Fig. 1: the clock network
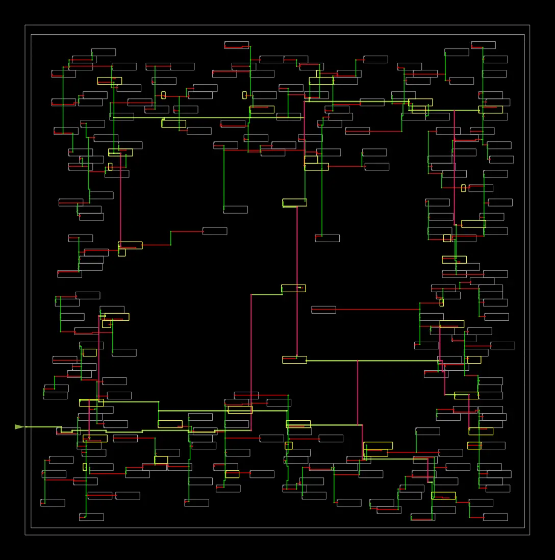
Fig. 2: drive-strength map
(1.5 px per um)
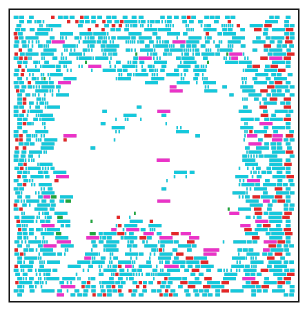
Fig. 3: cells colored by class
(2 px per um)
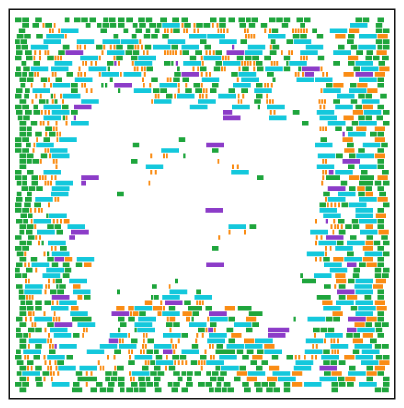
File: src/rtl/ex_mem_stage.sv
// EX/MEM pipeline stage: EX/MEM register, architectural NZVC flags and the data-memory request handshake.
// Optional feature macro: EX_MEM_FLAG_BYPASS_EN (combinational flag bypass from the execute stage).
module ex_mem_stage #(
    parameter int WIDTH    = 64,
    parameter int REG_BITS = 5
) (
    input  logic                clk,
    input  logic                reset,
    input  logic                ex_valid,
    input  logic [WIDTH-1:0]    ex_alu_result,
    input  logic [WIDTH-1:0]    ex_store_data,
    input  logic                ex_is_neg,
    input  logic                ex_is_zero,
    input  logic                ex_is_overflow,
    input  logic                ex_is_carryOut,
    input  logic                ex_set_flags,
    input  logic                ex_mem_read,
    input  logic                ex_mem_write,
    input  logic                ex_reg_write,
    input  logic [REG_BITS-1:0] ex_Rd,
    input  logic                flush,
    input  logic                dmem_ready,
    input  logic [WIDTH-1:0]    dmem_rdata,
    output logic                mem_stall,
    output logic                dmem_req,
    output logic                dmem_we,
    output logic [WIDTH-1:0]    dmem_addr,
    output logic [WIDTH-1:0]    dmem_wdata,
    output logic                mem_valid,
    output logic                mem_reg_write,
    output logic                mem_mem_read,
    output logic [REG_BITS-1:0] mem_Rd,
    output logic [WIDTH-1:0]    memalu_result,
    output logic [WIDTH-1:0]    read_data,
    output logic                mem_done,
    output logic                flag_n,
    output logic                flag_z,
    output logic                flag_v,
    output logic                flag_c
);

    typedef enum logic [1:0] {
        S_IDLE,
        S_WAIT,
        S_DONE
    } state_t;

    state_t           state;
    state_t           state_next;
    logic             capture;
    logic             new_valid;
    logic             new_mem_op;
    logic             mem_write_q;
    logic             is_load;
    logic [WIDTH-1:0] store_data_q;
    logic [3:0]       nzvc_q;

    assign capture    = (state != S_WAIT);
    assign new_valid  = ex_valid & ~flush;
    assign new_mem_op = new_valid & (ex_mem_read | ex_mem_write);
    // A combined read+write is handled as a store, so only pure reads load read_data.
    assign is_load    = mem_mem_read & ~mem_write_q;

    always_ff @(posedge clk or negedge reset) begin
        if (!reset) begin
            state <= S_IDLE;
        end else begin
            state <= state_next;
        end
    end

    always_comb begin
        state_next = state;
        case (state)
            S_IDLE: begin
                if (new_mem_op) begin
                    state_next = S_WAIT;
                end
            end
            S_WAIT: begin
                if (dmem_ready) begin
                    state_next = S_DONE;
                end
            end
            S_DONE: begin
                state_next = new_mem_op ? S_WAIT : S_IDLE;
            end
            default: begin
                state_next = S_IDLE;
            end
        endcase
    end

    assign mem_stall  = (state == S_WAIT);
    assign dmem_req   = (state == S_WAIT);
    assign mem_done   = (state == S_DONE);
    assign dmem_we    = mem_write_q;
    assign dmem_addr  = memalu_result;
    assign dmem_wdata = store_data_q;

    // Control fields follow the new valid so a bubble can never write or touch memory.
    always_ff @(posedge clk or negedge reset) begin
        if (!reset) begin
            mem_valid     <= 1'b0;
            mem_reg_write <= 1'b0;
            mem_mem_read  <= 1'b0;
            mem_write_q   <= 1'b0;
            mem_Rd        <= '0;
            memalu_result <= '0;
            store_data_q  <= '0;
        end else if (capture) begin
            mem_valid     <= new_valid;
            mem_reg_write <= new_valid & ex_reg_write;
            mem_mem_read  <= new_valid & ex_mem_read;
            mem_write_q   <= new_valid & ex_mem_write;
            mem_Rd        <= ex_Rd;
            memalu_result <= ex_alu_result;
            store_data_q  <= ex_store_data;
        end
    end

    always_ff @(posedge clk or negedge reset) begin
        if (!reset) begin
            read_data <= '0;
        end else if ((state == S_WAIT) && dmem_ready && is_load) begin
            read_data <= dmem_rdata;
        end
    end

    always_ff @(posedge clk or negedge reset) begin
        if (!reset) begin
            nzvc_q <= 4'b0000;
        end else if (capture && new_valid && ex_set_flags) begin
            nzvc_q <= {ex_is_neg, ex_is_zero, ex_is_overflow, ex_is_carryOut};
        end
    end

`ifdef EX_MEM_FLAG_BYPASS_EN
    // Lets a conditional branch right behind a flag-setting instruction see the new flags.
    logic bypass_hit;
    assign bypass_hit = new_valid & ex_set_flags & ~mem_stall;
    assign {flag_n, flag_z, flag_v, flag_c} = bypass_hit ?
        {ex_is_neg, ex_is_zero, ex_is_overflow, ex_is_carryOut} : nzvc_q;
`else
    assign {flag_n, flag_z, flag_v, flag_c} = nzvc_q;
`endif

endmodule

File: config.mk
export PLATFORM = sky130hd
export DESIGN_NAME = ex_mem_stage
export DESIGN_NICKNAME = d
export VERILOG_FILES = /design/src/rtl/ex_mem_stage.sv
export SDC_FILE = /design/constraint.sdc
export NUM_CORES = 1
export LEC_CHECK = 0
export CORE_AREA = 2 2 190 192
export DETAILED_ROUTE_END_ITERATION = 6
export DIE_AREA = 0 0 192 194
export GPL_TIMING_DRIVEN = 0
export SLEW_MARGIN = 40
export SYNTH_ARGS = -nofsm -noshare
export SYNTH_HDL_FRONTEND = slang
export SYNTH_SLANG_ARGS = --single-unit
File: constraint.sdc
create_clock -name clk -period 2.12 [get_ports clk]
set_input_delay 0.318 -clock clk [delete_from_list [all_inputs] [get_ports clk]]
set_output_delay 0.318 -clock clk [all_outputs]
set_load 0.005 [all_outputs]
==> out/results.ini <==
[routing]
vias = 7150
routed_wl_um = 29700

[clock_network]
h-tree-depth = 1
path_clk_slew_ns = 0.06
cts_root_buf = clkbuf_16
numCtsBuffers = 25
cts.path.max_buffers = 3

[synthesis]
synth_top_area_share_pct = 60.7
dominantRegCellSynth = dfrtp_1
yosysSeqAreaShare_pct = 60.7
ys_cells = 790
synthArstFlopShare_pct = 100
area_leaders = dfrtp_1 61%, nand2_1 18%, mux2_4 11%, buf_4 5.8%, buf_12 1.6%
syn_area_um2 = 8530

[final_timing]
skew_ns = 0.0122
hold_viol = 0
drv_slew = 0
max_clock_freq_mhz = 496
rsz0062_at_grt = no

[floorplanning]
rows = 69

[critical_path]
cp_slowest_cell = clkdlybuf4s50_1
cp.arrival_ns = 1.70
crit_type = flip-flop to primary output

[power_and_ir_drop]
vdd_ir_drop_max_v = 0.000620

[cells_and_area]
stdcell_count = 1786

[outcome]
outcome = complete, no violations

[place]
io_buffers = 481

[grt]
grt_pass1_vias = 7528

## Picture notes: Fig. 1
# clk buffers: 39
Flops: 207
P_clk: 0.00419 W
clk latency late pin: 0.51 ns
clock sink total: 207

## Picture notes: Fig. 2
- _3 and _4 cells: red (cells 134)
- _6 and larger: magenta (cells 46)
- _2 cells: green (cells 13)
- _0 and _1 cells: cyan (cells 1128)

## Picture notes: Fig. 3
- combinational and other logic: orange (cells 481)
- clock drivers and dummy loads: purple (cells 44)
- flops: cyan (cells 207)
- other buffers and delay cells: green (cells 589)

critical path, delay by kind of cell, from the launching register on:
family        cells  cell delay [ns]
simple gates      1             0.14
buf+inv           3             0.67
flops             1             0.37
per-layer routing:
metal	GRT usage [%]	vias to the layer above	part of all wire, %
met5	0	-	0
met4	3.25	0	1.6
met3	5.25	33	10
met2	27.7	337	49
met1	17.5	3362	39
li1	-	3418	-
through the flow:
| step | hold slack [ns] | TNS [ns] | worst slack [ns] | utilization (%) | area [um2] |
|---|---|---|---|---|---|
| 2_1_floorplan | 0.0224 | 0 | 0.478 | - | 8530 |
| 3_3_place_gp | 0.449 | -1761.50 | -8.52 | 39.5 | 13900 |
| 3_5_place_dp | 0.148 | -0.136 | -0.111 | 39.8 | 14000 |
| 4_1_cts | 0.182 | 0 | 0.0818 | 42.2 | 14900 |
| 5_1_grt | 0.200 | 0 | 0.00971 | 42.2 | 14900 |
| 6_report | 0.203 | 0 | 0.104 | 42.2 | 14900 |
repair_timing:
action	CTS	global route
buffers inserted	3	0
resized	7	0
endpoints found under the setup margin	2	0
endpoints found under the hold margin	139	0
hold buffers	1	0
kinds of logic after synthesis:
group                  count (synthesis)
AND/OR/NAND/NOR                      407
flip-flops                           207
buffers and inverters                103
multiplexers                          68
AND-OR/OR-AND                          5
how the worst max path moves through the flow:
stage          slack, ns       endpoint
6_report            0.10       dmem_req
5_1_grt             0.01   dmem_addr[8]
4_1_cts             0.08       dmem_req
3_5_place_dp       -0.11      mem_stall
3_3_place_gp       -8.52  read_data[14]
2_1_floorplan       0.48  read_data[10]
power by group:
group / switching, W / internal [W]
clock network: 0.00166 / 0.00253
logic: 0.00128 / 0.00269
registers: 0.000484 / 0.00469
Power figures rest on the tool's default switching activity, not on a simulated workload.
